[src/rtl/rx_probe_ctrl.sv]
// MAC RX controller: tracks each frame, extracts the big-endian TX timestamp and emits the one-way delay.
// `RX_PROBE_JUMBO_EN` enables jumbo frames (max good length 9018 instead of 1518).
module rx_probe_ctrl #(
  parameter int TS_OFFSET    = 14,
  parameter int STAT_TIMEOUT = 16
) (
  input  logic        rx_clk,
  input  logic        reset,
  input  logic        enable,
  input  logic [31:0] time_now,
  output logic        conf_rx_en,
  output logic        conf_rx_no_chk_crc,
  output logic        conf_rx_jumbo_en,
  input  logic [7:0]  mac_rx_data,
  input  logic        mac_rx_dvld,
  input  logic        mac_rx_goodframe,
  input  logic        mac_rx_badframe,
  output logic [31:0] rslt_delay,
  output logic [13:0] rslt_len,
  output logic        rslt_valid,
  input  logic        rslt_ready,
  output logic [15:0] cnt_good,
  output logic [15:0] cnt_bad,
  output logic [15:0] cnt_drop
);

`ifdef RX_PROBE_JUMBO_EN
  localparam int MAX_LEN = 9018;
`else
  localparam int MAX_LEN = 1518;
`endif
  localparam int          MIN_LEN = TS_OFFSET + 4;
  localparam logic [13:0] LEN_SAT = 14'h3FFF;
  localparam int          TW      = $clog2(STAT_TIMEOUT + 1);

  typedef enum logic [2:0] {
    ST_RESET    = 3'd0,
    ST_DISABLED = 3'd1,
    ST_IDLE     = 3'd2,
    ST_DATA     = 3'd3,
    ST_STATUS   = 3'd4,
    ST_SKIP     = 3'd5
  } state_t;

  state_t        state_q, state_d;
  logic [13:0]   len_q, len_d;
  logic [31:0]   ts_q, ts_d;
  logic [31:0]   sof_q, sof_d;
  logic [TW-1:0] tmo_q, tmo_d;
  logic [31:0]   delay_q, delay_d;
  logic [13:0]   rlen_q, rlen_d;
  logic          valid_q, valid_d;
  logic [15:0]   good_q, good_d;
  logic [15:0]   bad_q, bad_d;
  logic [15:0]   drop_q, drop_d;

  logic          status_any;
  logic          tmo_last;
  logic          len_ok;
  logic          sof_take;
  logic          byte_take;
  logic          resolve;
  logic          skip_start;
  logic          frame_good;
  logic          frame_bad;
  logic          ts_byte;
  logic          rslt_ovf;
  logic [13:0]   byte_idx;

  function automatic logic [15:0] sat_inc(input logic [15:0] c, input logic [1:0] inc);
    logic [16:0] s;
    s = {1'b0, c} + {15'd0, inc};
    return s[16] ? 16'hFFFF : s[15:0];
  endfunction

  assign status_any = mac_rx_goodframe | mac_rx_badframe;
  assign tmo_last   = (tmo_q == TW'(STAT_TIMEOUT - 1));
  assign len_ok     = (int'(len_q) >= MIN_LEN) && (int'(len_q) <= MAX_LEN);

  always_ff @(posedge rx_clk) begin
    if (reset) begin
      state_q <= ST_RESET;
    end else begin
      state_q <= state_d;
    end
  end

  always_comb begin
    state_d = state_q;
    case (state_q)
      ST_RESET:    state_d = ST_DISABLED;
      ST_DISABLED: if (enable) state_d = ST_IDLE;
      ST_IDLE: begin
        if (mac_rx_dvld)  state_d = ST_DATA;
        else if (!enable) state_d = ST_DISABLED;
      end
      ST_DATA:     if (!mac_rx_dvld) state_d = ST_STATUS;
      ST_STATUS: begin
        // A new frame arriving before status forces resolution and is itself skipped
        if (skip_start)   state_d = ST_SKIP;
        else if (resolve) state_d = enable ? ST_IDLE : ST_DISABLED;
      end
      ST_SKIP:     if (!mac_rx_dvld) state_d = enable ? ST_IDLE : ST_DISABLED;
      default:     state_d = ST_RESET;
    endcase
  end

  always_comb begin
    conf_rx_en = 1'b0;
    sof_take   = 1'b0;
    byte_take  = 1'b0;
    resolve    = 1'b0;
    skip_start = 1'b0;
    case (state_q)
      ST_IDLE: begin
        conf_rx_en = 1'b1;
        sof_take   = mac_rx_dvld;
        byte_take  = mac_rx_dvld;
      end
      ST_DATA: begin
        conf_rx_en = 1'b1;
        byte_take  = mac_rx_dvld;
      end
      ST_STATUS: begin
        conf_rx_en = 1'b1;
        resolve    = mac_rx_dvld | status_any | tmo_last;
        skip_start = mac_rx_dvld;
      end
      ST_SKIP:  conf_rx_en = 1'b1;
      default:  conf_rx_en = 1'b0;
    endcase
    frame_good = resolve && mac_rx_goodframe && !mac_rx_badframe && len_ok;
    frame_bad  = resolve && !frame_good;
  end

  always_comb begin
    len_d    = len_q;
    ts_d     = ts_q;
    sof_d    = sof_q;
    tmo_d    = tmo_q;
    byte_idx = sof_take ? 14'd0 : len_q;
    ts_byte  = byte_take && (int'(byte_idx) >= TS_OFFSET) && (int'(byte_idx) < TS_OFFSET + 4);
    if (ts_byte) begin
      ts_d = {ts_q[23:0], mac_rx_data};
    end
    if (sof_take) begin
      sof_d = time_now;
      len_d = 14'd1;
    end else if (byte_take && (len_q != LEN_SAT)) begin
      len_d = len_q + 14'd1;
    end
    if (state_q == ST_DATA) begin
      tmo_d = '0;
    end else if (state_q == ST_STATUS) begin
      tmo_d = tmo_q + TW'(1);
    end
  end

  always_comb begin
    delay_d  = delay_q;
    rlen_d   = rlen_q;
    valid_d  = valid_q;
    rslt_ovf = 1'b0;
    if (frame_good) begin
      // An unaccepted result is never overwritten; the newer one is dropped
      if (valid_q && !rslt_ready) begin
        rslt_ovf = 1'b1;
      end else begin
        delay_d = sof_q - ts_q;
        rlen_d  = len_q;
        valid_d = 1'b1;
      end
    end else if (valid_q && rslt_ready) begin
      valid_d = 1'b0;
    end
    good_d = sat_inc(good_q, {1'b0, frame_good});
    bad_d  = sat_inc(bad_q, {1'b0, frame_bad});
    drop_d = sat_inc(drop_q, {1'b0, skip_start} + {1'b0, rslt_ovf});
  end

  always_ff @(posedge rx_clk) begin
    if (reset) begin
      len_q   <= '0;
      ts_q    <= '0;
      sof_q   <= '0;
      tmo_q   <= '0;
      delay_q <= '0;
      rlen_q  <= '0;
      valid_q <= 1'b0;
      good_q  <= '0;
      bad_q   <= '0;
      drop_q  <= '0;
    end else begin
      len_q   <= len_d;
      ts_q    <= ts_d;
      sof_q   <= sof_d;
      tmo_q   <= tmo_d;
      delay_q <= delay_d;
      rlen_q  <= rlen_d;
      valid_q <= valid_d;
      good_q  <= good_d;
      bad_q   <= bad_d;
      drop_q  <= drop_d;
    end
  end

  assign conf_rx_no_chk_crc = 1'b0;
`ifdef RX_PROBE_JUMBO_EN
  assign conf_rx_jumbo_en = conf_rx_en;
`else
  assign conf_rx_jumbo_en = 1'b0;
`endif
  assign rslt_delay = delay_q;
  assign rslt_len   = rlen_q;
  assign rslt_valid = valid_q;
  assign cnt_good   = good_q;
  assign cnt_bad    = bad_q;
  assign cnt_drop   = drop_q;

endmodule

[config.mk]
export PLATFORM = sky130hd
export DESIGN_NAME = rx_probe_ctrl
export DESIGN_NICKNAME = d
export VERILOG_FILES = /design/src/rtl/rx_probe_ctrl.sv
export SDC_FILE = /design/constraint.sdc
export NUM_CORES = 1
export LEC_CHECK = 0
export ABC_AREA = 1
export CORE_MARGIN = 2
export CORE_UTILIZATION = 60
export CTS_CLUSTER_SIZE = 20
export DETAILED_ROUTE_END_ITERATION = 10
export HOLD_SLACK_MARGIN = 0.05
export PLACE_DENSITY = 0.86
export SYNTH_ARGS = -nofsm -noshare
export SYNTH_HDL_FRONTEND = slang
export SYNTH_SLANG_ARGS = --single-unit
[constraint.sdc]
create_clock -name rx_clk -period 4.2 [get_ports rx_clk]
set_input_delay 0.42 -clock rx_clk [delete_from_list [all_inputs] [get_ports rx_clk]]
set_output_delay 0.42 -clock rx_clk [all_outputs]
set_load 0.02 [all_outputs]
**Layout detail**

Window x 52 to 82, y 52 to 82 um. Cells in grey, sequential cells in the stronger grey; small squares are vias.
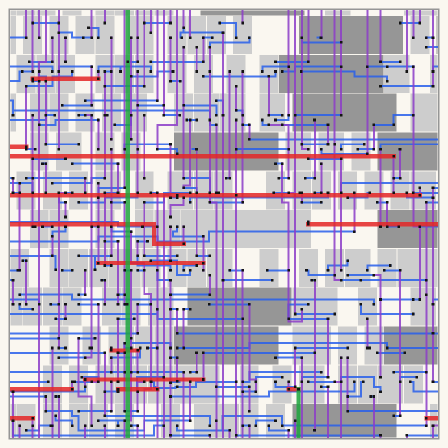
| colour | layer |
|---|---|
| red | metal 3 |
| green | metal 4 |
| blue | metal 1 |
| purple | metal 2 |
cells with their middle in the window: 123
sequential cells in the window: 10
netlist names of flops here include: rslt_delay (6), cnt_drop (2)
most frequent: nand2_1 (41), inv_1 (32)

**Placement view**

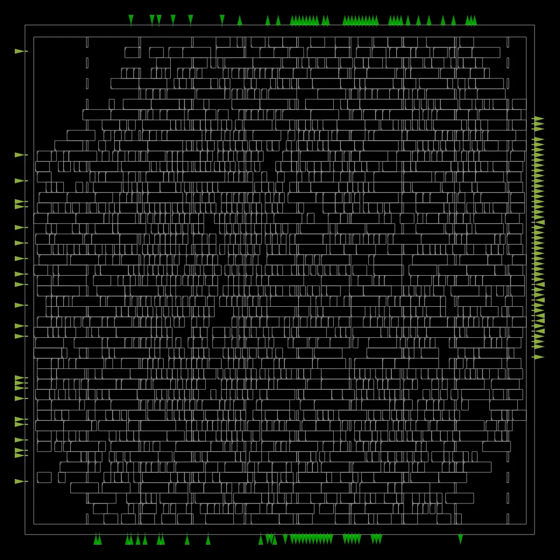
FILL cells: 1323
final core utilization: 74.0%
Seq/total area: 29.6%
FFs & Latches: 181
total core area: 16500 um^2

==> results.json <==
{
  "n_antenna_cell": 0,
  "path_cells": "inv_2 -> ha_1 -> or2_1 -> o21ai_1 -> nand3_1 -> nand2_1 -> inv_1 -> ha_1 -> ha_1 -> nand3_1 -> inv_1 -> nand4_1 -> nor2_1 -> nand2_1 -> nand2_1 -> o21ai_0 -> inv_1",
  "skew_ns": 0.00830,
  "reg2regPathDepth": 17,
  "initCoreUtil_pct": 61.1,
  "ant_nets": 0,
  "syn-instance-count": 1532,
  "fmax_mhz": 310,
  "placementRows": 47,
  "wl_mm": 26.0,
  "cts.sinks": 181,
  "ir_worst_vdd_mv": 0.396,
  "final_layout_top_logic_cells": "nand2_1 (360), inv_1 (274), dfxtp_1 (181)",
  "period_used_pct": 76.8,
  "synth.yosys.seq_area_share_pct": 35.9,
  "rr_startpoint": "len_q[0]",
  "rsz0062_at_grt": "false",
  "clk_pin_slew_ns": 0.07,
  "logic_gate_count": 1026,
  "ys_area_um2": 10100,
  "gp_congestion": 0.982,
  "nClkBuffers": 20,
  "placed_area_um2": 11600,
  "synth_top_cell_by_count": "nand2_1",
  "rr_endpoint": "cnt_good[11]",
  "route.detailed.drc": 0,
  "synth_top_flop_cell": "dfxtp_1",
  "crit_path_end": "cnt_good[11]",
  "maxSlewViolCount": 0,
  "drt_pre_antenna_iters": 5,
  "viasPerCell": 5.26,
  "largest_class": "combinational gates",
  "use_met3_pct": 4.72,
  "rrSetupSlack_ns": 0.98,
  "wl_per_cell_um": 13.8,
  "ys_warn_count": 0,
  "arrival_ns": 3.55,
  "yosys_cells": 1532,
  "logic_area_um2": 5210,
  "cts_buffers": 17,
  "crit_required_ns": 4.53,
  "final_cells": 1888,
  "htreeDepth": 4,
  "start_kind": "flop",
  "cts_setup_buffers": 0,
  "slowest_stage": "dfxtp_1",
  "regArea_um2": 3620,
  "nonClockBufferCount": 148,
  "dpl_worst_slack_ns": 0.798,
  "die_h_um": 134,
  "area_growth_pct": 21.1,
  "end_kind": "flop",
  "synth_top_area_share_pct": 35.9,
  "setup_ws_ns": 0.976,
  "root_buffer": "clkbuf_16",
  "status": "finished clean",
  "comb_area_share_pct": 42.6,
  "path_class": "reg -> reg",
  "port_buffers": 142,
  "hold_depth": 2,
  "nWellTaps": 220,
  "synthTopCellsByArea": "dfxtp_1 (36%), nand2_1 (13%), inv_1 (10%)",
  "top_area_cell": "dfxtp_1"
}
## power breakdown
group	total, mW	switching (mW)	leakage (nW)	internal (mW)
combinational	2.95	1.93	3.98	1.01
clock	1.63	0.713	0.287	0.921
sequential	1.88	0.0741	1.46	1.81
## metal layers
metal / part of all wire [%] / up-vias
li1: - / 5013
met1: 41 / 4473
met5: 0 / -
met3: 6.6 / 63
met4: 3.0 / 0
met2: 49 / 378
## kinds of logic (layout without fill, tap and decap cells)
family | Yosys count | in the layout | synth area share, %
AOI/OAI and AO/OA | 248 | 248 | 13.0
xor gates and xnor gates | 53 | 53 | 4.60
adders and majority gates | 42 | 42 | 5.35
buffers and inverters | 326 | 461 | 12.6
DFF | 181 | 181 | 35.9
other | 1 | 2 | 0.0371
and+or+nand+nor | 681 | 681 | 28.5
Power is estimated from default activity; no workload was simulated.
